Run 1, routing congestion map:
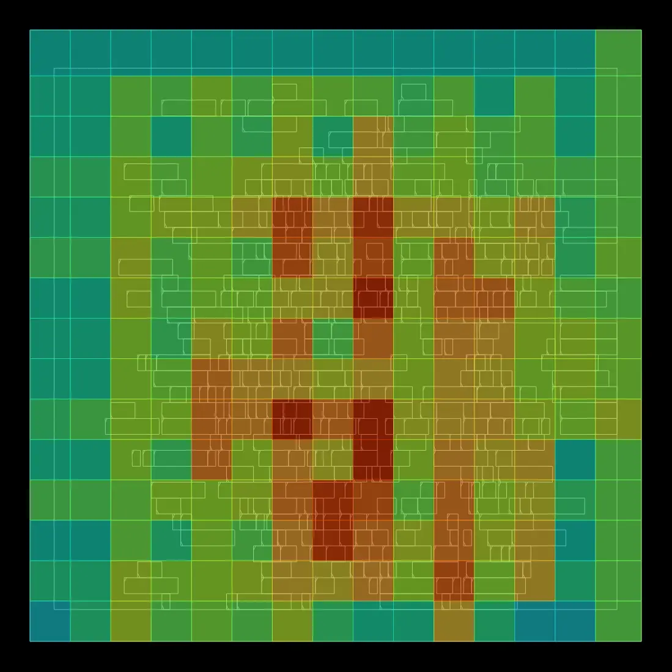
Run 1, sequential cells grouped by signal name:
The bar under the picture is 20 um long. Other sequential cells in the stronger grey, the rest of the logic in the fainter grey.
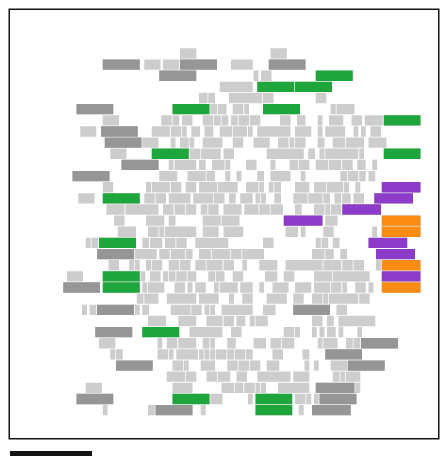
Run 1, routed metal per tile:
The bar under the picture is 20 um long. The die is cut into 21 by 21 equal tiles; dark blue is low, red is high, scaled to the fullest tile. Values are wire area over tile area, all layers added.
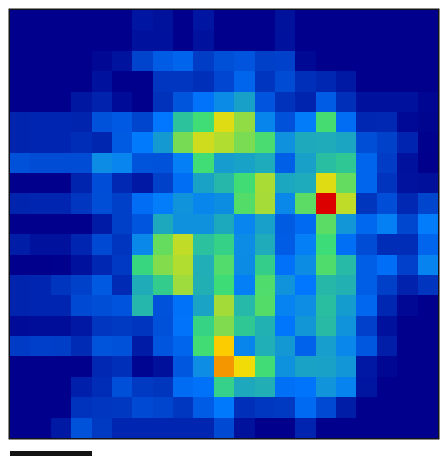
==> config.mk <==
export PLATFORM = sky130hd
export DESIGN_NAME = ring_display_scanner_flat
export DESIGN_NICKNAME = d
export VERILOG_FILES = /design/src/rtl/ring_display_scanner_pkg.sv /design/src/rtl/ring_display_scanner_if.sv /design/src/rtl/ring_display_scanner_bcd_to_seg7.sv /design/src/rtl/ring_display_scanner.sv /design/src/flat_wrapper.sv
export SDC_FILE = /design/constraint.sdc
export NUM_CORES = 1
export LEC_CHECK = 0
export CORE_MARGIN = 4
export CORE_UTILIZATION = 35
export DETAILED_ROUTE_END_ITERATION = 8
export DONT_BUFFER_PORTS = 1
export PLACE_DENSITY = 0.62
export SETUP_SLACK_MARGIN = 0.05
export SLEW_MARGIN = 40
export SYNTH_ARGS = -nofsm -noshare
export SYNTH_HDL_FRONTEND = slang
export SYNTH_SLANG_ARGS = --single-unit
==> constraint.sdc <==
create_clock -name clk -period 4.25 [get_ports clk]
set_clock_uncertainty 0.1 [all_clocks]
set_input_delay 1.275 -clock clk [delete_from_list [all_inputs] [get_ports clk]]
set_output_delay 1.275 -clock clk [all_outputs]
set_load 0.02 [all_outputs]
==> job_summary.md <==
## Implementation flow summary

| Metric | Value |
|---|---|
| Tot Pwr | `0.000823 W` |
| Async set-reset flop share out of synthesis | `1.00` |
| Fraction of the mapped netlist area in compound gates | `0.169` |
| Min Clock Period, post-route | `4.69 ns` |
| Yosys cell count | `328` |
| Sw Share | `0.225` |
| Placer Congestion | `0.923` |
| Number of nets in the synthesized netlist | `377` |
| Die area | `10900 um2` |
| Number of levels the H-tree was split into | `2` |
| Total met2 wirelength after detailed routing | `4.05 mm` |
| Violated checks | `negative setup slack` |
| Startpoint type of the worst setup path | `input pin` |
| Number of nets in the final layout | `439` |
| Power in the clock group | `0.000286 W` |
| Core Rows | `34` |
| Dominant register cell in the synthesized netlist | `sky130_fd_sc_hd__dfrtp_1` |
| Largest family of logic cells by area | `AND-OR/OR-AND gates` |
| Number of global-route vias before repair | `2762` |
| Slack of the worst reg-to-reg path | `0.62 ns` |
| Data arrival time of the critical path | `4.83 ns` |
| Adder Area Share | `0.105` |
| Total number of warnings across the stage logs | `47` |
| Number of standard cells in the layout, taps in and fillers out | `499` |
| Clock network fraction of design power | `0.348` |
| Highest ir drop seen on vdd | `0.117 mV` |
| Detailed-placement wirelength estimate | `7.00 mm` |
| Worst Path Class, Setup | `in2reg` |
| Top cells by count, synth | `sky130_fd_sc_hd__dfrtp_1, sky130_fd_sc_hd__nand2_1, sky130_fd_sc_hd__inv_1` |
| Part of the power in combinational logic | `0.071` |
| Pin slew with the least headroom to its limit | `0.511 ns` |
| Pin count of the biggest net entering global routing | `51` |
| Top library cells by usage in the layout, fill and taps aside | `sky130_fd_sc_hd__buf_4, sky130_fd_sc_hd__dfrtp_1, sky130_fd_sc_hd__nand2_1, sky130_fd_sc_hd__inv_1, sky130_fd_sc_hd__ha_1` |
| LEAKAGE | `1.90 nW` |
| Path type of the worst min-delay path | `reg2reg` |
| Critical-path top delay cell | `sky130_fd_sc_hd__or4_4` |
| Number of antenna violations at the first check in global routing | `0` |
| DRC violations left | `0` |
| Post-Synthesis Cell Area | `3260 um2` |
| Core outline area | `8890 um2` |
| F_max | `213 MHz` |
| Instance tally after logic synthesis | `328` |
| Chip Area, Yosys | `3260 um2` |
| WL final | `9.06 mm` |
| Synth-to-layout area growth | `28.2%` |
| Required time reported for the critical path endpoint | `4.38 ns` |
| Min-Delay Path Depth | `2` |
| Number of storage elements in the synthesis netlist | `50` |
| Die Wd | `104 um` |
| Setup repair after global routing missed its margin | `yes` |
| Number of enable-type register cells in the synthesized netlist | `0` |
| Master cell of the clock root buffer | `sky130_fd_sc_hd__clkbuf_8` |
| Area share of xor/xnor cells in the synthesized design | `0` |
| Number of top-level pins | `36` |
| Clock-pin slew on the worst setup and hold paths | `0.09 ns` |
| Fraction of layout instances using a drive strength above 1 | `0.386` |
| Cell Int Power | `0.000637 W` |
| Post-synth seq share | `0.389` |
| Initial DRC count | `150` |
| Gr ovfl total | `0` |
| Initial Util | `0.366` |
| Global routing's busiest layer | `met2` |
| Share of the synthesized area in the top cell type | `0.284` |
| Hold Vio Cnt, Final | `0` |
| Most frequent standard cell in the layout excluding fill and tap cells | `sky130_fd_sc_hd__buf_4` |
| Top area cells in the synthesized netlist | `sky130_fd_sc_hd__dfrtp_1, sky130_fd_sc_hd__dfstp_2, sky130_fd_sc_hd__ha_1, sky130_fd_sc_hd__mux2_2, sky130_fd_sc_hd__nand2_1` |
| Number of port buffers | `0` |
| Number of hold buffers added after CTS | `0` |
| TritonCTS clock tree | `built` |
| Slack of the critical path | `-0.443 ns` |
| Number of gates resized after cts | `23` |
| Cts bufs inserted | `5` |
| Power drawn by the combinational cells | `0.0000587 W` |
| Summed negative setup slack over all endpoints | `-2.91 ns` |
| Highest fanout seen on the critical path | `6` |
| Number of detailed-routing iterations run before antenna repair | `5` |
| Worst R2R Path Depth | `11` |
| Unique cell types | `63` |
| Clock net sink count | `50` |
| Antenna diode instance count | `0` |
| Critical path, cell by cell | `clkinvlp_4, ha_4, inv_2, ha_4, fa_1, or3b_4, or4_4, buf_6, mux2i_2, ha_2, nand4_1, mux2i_2, buf_4, a211oi_4, a221oi_2, o32a_1` |
| Final worst-path cycle share | `1.10` |
| Status | `finished with violations` |
| Global-route wire length before repair | `14.6 mm` |
| Per-cell via count in the routed design | `5.60` |
| Mux contribution to synthesized area | `0.125` |
| Crit path largest cell delay | `0.50 ns` |
| Clk Latency, worst-skew pair | `0.30 ns` |
| Highest metal layer with signal wires | `met4` |
| Max Cap Violations | `0` |
| Simple logic cell fraction of the synthesized area | `0.153` |
| Maximum buffer depth of the clock tree | `2` |
| Met2 track demand over resource | `0.259` |
| Final setup violation count | `7` |
| Floorplan die height | `104 um` |
| Cell taking the most area after synthesis | `sky130_fd_sc_hd__dfrtp_1` |
| Worst slew margin relative to its limit | `0.656` |
| Wire length on met1 | `4.13 mm` |
| Synthesized area per cell | `9.93 um2` |
| Power share of the sequential group | `0.581` |
| Buffers inserted by post-CTS timing repair | `4` |
| DRT antenna net count | `0` |
| Critical Path End Type | `register` |
| Largest power group | `registers` |
| Amount of wire on met3 after detailed routing | `713 um` |
| Placed Instances | `484` |
| Ys Warns | `0` |
| Power spent charging and discharging nets | `0.000185 W` |
| Pwr per Cell Area | `197 nW/um2` |
| Max Slew Vio Count | `0` |
Notes on 'routing congestion map' above:
met3 global-route usage: 0.0447
global-route track usage on met1: 0.230
fraction of the core area covered by cells at the end of the flow: 0.469

Notes on 'sequential cells grouped by signal name' above:
- orange: u_core.bus.an (flops 4; where east)
- green: u_core.active_q (flops 16)
- purple: u_core.bus.seg (flops 7; where east)
Seq area share: 0.304
power in sequential cells: 0.000478 W
Reg area: 1270 um2

Notes on 'routed metal per tile' above:
- tiles over half the peak: 8.4%
- emptiest ninth of the die: north-west
- densest ninth of the die: centre
Total Routing Usage GR: 0.168
final routed wire length divided by cell count: 18.2 um
routed vias: 2795

[run 1: area by class of cell]
type / instances / area (um2)
clock buffer: 7 / 86.3
tap: 108 / 135
multi-input combinational: 235 / 2030
fill: 814 / 4720
sequential: 50 / 1270
clock inverter: 1 / 5.00
timing repair buffer: 68 / 529
inverter: 30 / 118
[run 1: through the flow]
step                hold WS [ns]  area [um2]  worst slack (ns)
floorplan                  0.341        3360             -1.19
CTS                        0.389        4100            -0.436
global placement           0.364        3850            -0.916
detailed placement         0.377        3850            -0.980
finish                     0.391        4170            -0.443
global route               0.416        4170            -0.545
[run 1: worst max-delay path, delay by kind of cell]
family	cells	cell delay (ns)
fa+ha+maj	4	1.09
simple gates	3	1.01
compound gates	3	0.75
buf+inv	4	0.45
mux	2	0.24
Power figures rest on the tool's default switching activity, not on a simulated workload.
